<file path="src/rtl/usb_rx_pkg.sv">
// Shared types and constants for the USB full-speed receive path:
// receive FSM states, typed error codes and the default sync pattern.
package usb_rx_pkg;

    localparam logic [7:0] USB_SYNC_FS = 8'h80;

    typedef enum logic [3:0] {
        IDLE,
        BEGIN,
        WAIT_SYNC,
        CHECK_SYNC,
        WAIT_PID,
        CHECK_PID,
        WAIT_BYTE,
        STORE,
        EOP_CHECK,
        EOP_WAIT1,
        EOP_WAIT2,
        ERR_HOLD,
        ERR_EOP1,
        ERR_EOP2,
        ERR_IDLE
    } rx_state_t;

    typedef enum logic [2:0] {
        E_NONE      = 3'd0,
        E_SYNC      = 3'd1,
        E_PID       = 3'd2,
        E_EOP_ALIGN = 3'd3,
        E_OVERFLOW  = 3'd4,
        E_FIFO_FULL = 3'd5
    } rx_err_t;

endpackage

</file>
<file path="src/rtl/pid_check.sv">
// Combinational PID validator: the upper nibble must be the one's complement
// of the lower nibble. Shared between the RX and TX paths.
module pid_check (
    input  logic [7:0] data,
    output logic       valid,
    output logic [3:0] pid
);
    assign pid   = data[3:0];
    assign valid = (data[7:4] == ~data[3:0]);
endmodule

</file>
<file path="src/rtl/usb_rx_pkt_ctrl.sv">
// USB full-speed receive packet controller: sync/PID checking, payload
// storage with length limit and FIFO back-pressure, typed error reporting.
module usb_rx_pkt_ctrl
    import usb_rx_pkg::*;
#(
    parameter logic [7:0] SYNC_BYTE = USB_SYNC_FS,
    parameter int         MAX_BYTES = 64,
    parameter int         CNT_W     = $clog2(MAX_BYTES + 1)
) (
    input  logic             clk,
    input  logic             n_rst,
    input  logic             d_edge,
    input  logic             eop,
    input  logic             shift_enable,
    input  logic [7:0]       rcv_data,
    input  logic             byte_received,
    input  logic [3:0]       bit_count,
    input  logic             fifo_full,
    output logic             rcving,
    output logic             w_enable,
    output logic             r_error,
    output logic [2:0]       err_code,
    output logic [3:0]       pid,
    output logic             pid_valid,
    output logic [CNT_W-1:0] byte_count,
    output logic             pkt_done
);

    localparam logic [CNT_W-1:0] MAX_CNT = CNT_W'(MAX_BYTES);

    rx_state_t        state_reg, state_next;
    logic             rcving_reg, rcving_next;
    logic             w_enable_reg, w_enable_next;
    logic             r_error_reg, r_error_next;
    rx_err_t          err_reg, err_next;
    logic [3:0]       pid_reg, pid_next;
    logic             pid_valid_reg, pid_valid_next;
    logic [CNT_W-1:0] count_reg, count_next;
    logic             pkt_done_reg, pkt_done_next;

    logic             pid_ok;
    logic [3:0]       pid_field;
    logic             start_pkt;
    logic             err_set;
    rx_err_t          err_new;
    logic             eop_strobe;

    pid_check u_pid_check (
        .data  (rcv_data),
        .valid (pid_ok),
        .pid   (pid_field)
    );

    assign eop_strobe = eop && shift_enable;

    always_ff @(posedge clk or negedge n_rst) begin
        if (!n_rst) begin
            state_reg     <= IDLE;
            rcving_reg    <= 1'b0;
            w_enable_reg  <= 1'b0;
            r_error_reg   <= 1'b0;
            err_reg       <= E_NONE;
            pid_reg       <= 4'd0;
            pid_valid_reg <= 1'b0;
            count_reg     <= '0;
            pkt_done_reg  <= 1'b0;
        end else begin
            state_reg     <= state_next;
            rcving_reg    <= rcving_next;
            w_enable_reg  <= w_enable_next;
            r_error_reg   <= r_error_next;
            err_reg       <= err_next;
            pid_reg       <= pid_next;
            pid_valid_reg <= pid_valid_next;
            count_reg     <= count_next;
            pkt_done_reg  <= pkt_done_next;
        end
    end

    always_comb begin
        state_next     = state_reg;
        rcving_next    = rcving_reg;
        w_enable_next  = 1'b0;
        r_error_next   = r_error_reg;
        err_next       = err_reg;
        pid_next       = pid_reg;
        pid_valid_next = pid_valid_reg;
        count_next     = count_reg;
        pkt_done_next  = 1'b0;
        start_pkt      = 1'b0;
        err_set        = 1'b0;
        err_new        = E_NONE;

        unique case (state_reg)
            IDLE: begin
                if (d_edge) begin
                    state_next = BEGIN;
                    start_pkt  = 1'b1;
                end
            end
            BEGIN: state_next = WAIT_SYNC;
            WAIT_SYNC: begin
                if (byte_received) state_next = CHECK_SYNC;
            end
            CHECK_SYNC: begin
                if (rcv_data == SYNC_BYTE) begin
                    state_next = WAIT_PID;
                end else begin
                    state_next = ERR_HOLD;
                    err_set    = 1'b1;
                    err_new    = E_SYNC;
                end
            end
            WAIT_PID: begin
                // A packet that ends before its PID arrives counts as a PID error.
                if (eop_strobe) begin
                    state_next = ERR_EOP1;
                    err_set    = 1'b1;
                    err_new    = E_PID;
                end else if (byte_received) begin
                    state_next = CHECK_PID;
                end
            end
            CHECK_PID: begin
                if (pid_ok) begin
                    state_next     = WAIT_BYTE;
                    pid_next       = pid_field;
                    pid_valid_next = 1'b1;
                end else begin
                    state_next = ERR_HOLD;
                    err_set    = 1'b1;
                    err_new    = E_PID;
                end
            end
            WAIT_BYTE: begin
                // EOP wins over a coincident byte; that byte is dropped.
                if (eop_strobe) begin
                    state_next = EOP_CHECK;
                end else if (byte_received && fifo_full) begin
                    state_next = ERR_HOLD;
                    err_set    = 1'b1;
                    err_new    = E_FIFO_FULL;
                end else if (byte_received && count_reg == MAX_CNT) begin
                    state_next = ERR_HOLD;
                    err_set    = 1'b1;
                    err_new    = E_OVERFLOW;
                end else if (byte_received) begin
                    state_next = STORE;
                end
            end
            STORE: begin
                w_enable_next = 1'b1;
                if (count_reg != MAX_CNT) count_next = count_reg + 1'b1;
                state_next = WAIT_BYTE;
            end
            EOP_CHECK: begin
                if (bit_count == 4'd1) begin
                    state_next = EOP_WAIT1;
                end else begin
                    state_next = ERR_EOP1;
                    err_set    = 1'b1;
                    err_new    = E_EOP_ALIGN;
                end
            end
            EOP_WAIT1: begin
                if (shift_enable) state_next = EOP_WAIT2;
            end
            EOP_WAIT2: begin
                if (shift_enable) begin
                    state_next    = IDLE;
                    rcving_next   = 1'b0;
                    pkt_done_next = 1'b1;
                end
            end
            ERR_HOLD: begin
                if (eop_strobe) state_next = ERR_EOP1;
            end
            ERR_EOP1: begin
                if (shift_enable) state_next = ERR_EOP2;
            end
            ERR_EOP2: begin
                if (shift_enable) begin
                    state_next  = ERR_IDLE;
                    rcving_next = 1'b0;
                end
            end
            ERR_IDLE: begin
                if (d_edge) begin
                    state_next = BEGIN;
                    start_pkt  = 1'b1;
                end
            end
            default: state_next = IDLE;
        endcase

        if (start_pkt) begin
            rcving_next    = 1'b1;
            r_error_next   = 1'b0;
            err_next       = E_NONE;
            count_next     = '0;
            pid_valid_next = 1'b0;
        end

        // The first error of a packet sticks until the next packet starts.
        if (err_set && !r_error_reg) begin
            r_error_next = 1'b1;
            err_next     = err_new;
        end
    end

    assign rcving     = rcving_reg;
    assign w_enable   = w_enable_reg;
    assign r_error    = r_error_reg;
    assign err_code   = err_reg;
    assign pid        = pid_reg;
    assign pid_valid  = pid_valid_reg;
    assign byte_count = count_reg;
    assign pkt_done   = pkt_done_reg;

endmodule

</file>
<file path="config.mk">
export PLATFORM = sky130hd
export DESIGN_NAME = usb_rx_pkt_ctrl
export DESIGN_NICKNAME = d
export VERILOG_FILES = /design/src/rtl/usb_rx_pkg.sv /design/src/rtl/pid_check.sv /design/src/rtl/usb_rx_pkt_ctrl.sv
export SDC_FILE = /design/constraint.sdc
export NUM_CORES = 1
export LEC_CHECK = 0
export ABC_AREA = 0
export CORE_MARGIN = 2
export CORE_UTILIZATION = 50
export CTS_BUF_LIST = sky130_fd_sc_hd__clkbuf_8
export DETAILED_ROUTE_END_ITERATION = 10
export PLACE_DENSITY_LB_ADDON = 0.3
export RECOVER_POWER = 50
export SLEW_MARGIN = 5
export SYNTH_ARGS = -nofsm -noshare
export SYNTH_HDL_FRONTEND = slang
export SYNTH_SLANG_ARGS = --single-unit
</file>
<file path="constraint.sdc">
create_clock -name clk -period 1.75 [get_ports clk]
set_input_delay 0.35 -clock clk [delete_from_list [all_inputs] [get_ports clk]]
set_output_delay 0.35 -clock clk [all_outputs]
set_load 0.02 [all_outputs]
</file>
==> impl_metrics.toml <==
# yosys + openroad results
[global_routing]
grt_first_pass_wirelength_microns = 7040
antenna_found_initial = 0
busiest_layer = "met2"
grt_util_met3_pct = 2.99
grt_pass1_vias = 1611
met1_usage_pct = 28.3

[route]
routedWlPerCell_microns = 15.4
route.met2.wl_microns = 2350
ant_nets = 0
wl_met1_microns = 1830
vias = 1640
drt_iter0_drc = 72
wl_microns = 4480
firstDrtPassIters = 4

[logic_synthesis]
ys_sh_aoi_pct = 16.4
ys_seq_share_pct = 35.4
yosys_warnings = 0
yosys-top-cells-count = "dfrtp_1, nand2_1, o21ai_0, nand3_1, nor2_1"
flop_cell = "dfrtp_1"
most_common_cell = "dfrtp_1"
ys_top_cells_by_area = "dfrtp_1, o21ai_0, buf_6"
syn_inst = 169
ys_sh_mux_pct = 6.09
logic_family = "simple AND/OR/NAND/NOR gates"
ys_sh_simple_pct = 28.6
ys_async_sr_fraction_pct = 100

[place]
dp_hpwl_microns = 3240
portBuffers = 37
placedInstanceArea_sq_um = 2250
routabilityCongestion = 0.882
dp_cells = 278
pre_cts_slack_ns = -0.421

[final_timing]
finalCritPeriodShare_pct = 99.9
hold_violations = 0
finalSetupTns_ns = 0
setup_viol = 0
max-slew-margin-rel_pct = 60.5
maxSlewViolCount = 0
rsz0062_at_grt = "yes"

[worst_setup_path]
timing.rr.end = "err_code[0]"
crit_chain = "buf_6, buf_6, nor4bb_4, nand3_1, o211ai_1, o21ai_2, a32oi_1"
cp-end-kind = "register"
reg2regPathDepth = 7
r2r_setup_slack_ns = 0.001
critPathBufInv = 2
critPathRequiredTime_ns = 1.93
worst_path_most_repeated_cell = "buf_6"
cp_num_cells = 7
cp_slowest_stage_delay_ns = 0.41
r2r-start = "state_reg[3]"
critical_path.slowest_cell = "dfrtp_1"
crit_type = "register to register"

[power]
p_int_mw = 2.32
fin_total_pwr_mw = 4.03
ir_worst_vdd_uv = 1050
power-top-group = "combinational logic"
pwr-share-seq_pct = 24.1
clk-power_mw = 0.334

[finish]
drive_gt1_share_pct = 34.6
nNonClkInverters = 8
mostFrequentLayoutCells = "buf_4, clkdlybuf4s50_1, dfrtp_1"
syn2layout_area_growth_pct = 51.3
largest_reg_flops = 7
design_area_sq_um = 2460
largestClassByArea = "multi-input combinational cells"
antenna_cells = 0
logic_gates = 128
sh_seq_area_pct = 23.5
regArea_sq_um = 578
postLayoutCoreUtil_pct = 79.8
comb_area_sq_um = 1030
clk_share_pct = 1.83

[worst_hold_path]
hold-path-endpoint = "pid[2]"
whs_path_depth = 1
hold_class = "register to register"
hold_start = "pid[2]"

[outcome]
status = "finished, final reports clean"

[clock_network]
post_cts_resized = 20
cts_setup_buffers = 6
cts_tree = "done"
cts_made_buffers = 3
clockRootBuffer = "clkbuf_8"
ctsHoldBuffers = 0
worstSkewPairLatency_ns = 0.27
cts.path.max_buffers = 2
ctsHtreeMaxLevel = 1
clk_pin_slew_worst_paths_ns = 0.08

[floorplanning]
core_area_sq_um = 3080
### Cell outlines without signal wires

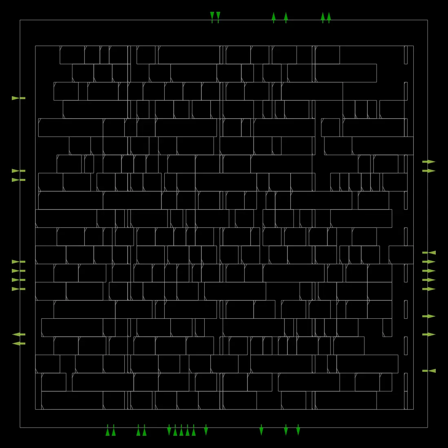
row count: 20
Flops: 23
# Taps: 44
final cell count without fillers: 290

### Routed clock nets over the placement

Bar = 20 microns.
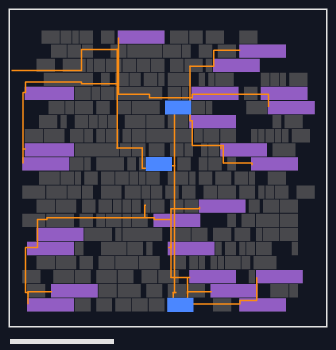
[orange] clock wires | length: 324 microns
[purple] flip-flops | count: 23
[blue] clock-net drivers | count: 3
flops lie	widely spread
routed clock nets	4

### Logic cells by family

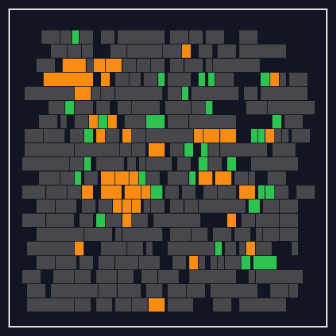
colour	family	cells
green	nand cells	30
orange	aoi and oai cells	36
Commonest Layout Cell: buf_4
Comb/total area: 41.9%

Power figures rest on the tool's default switching activity, not on a simulated workload.
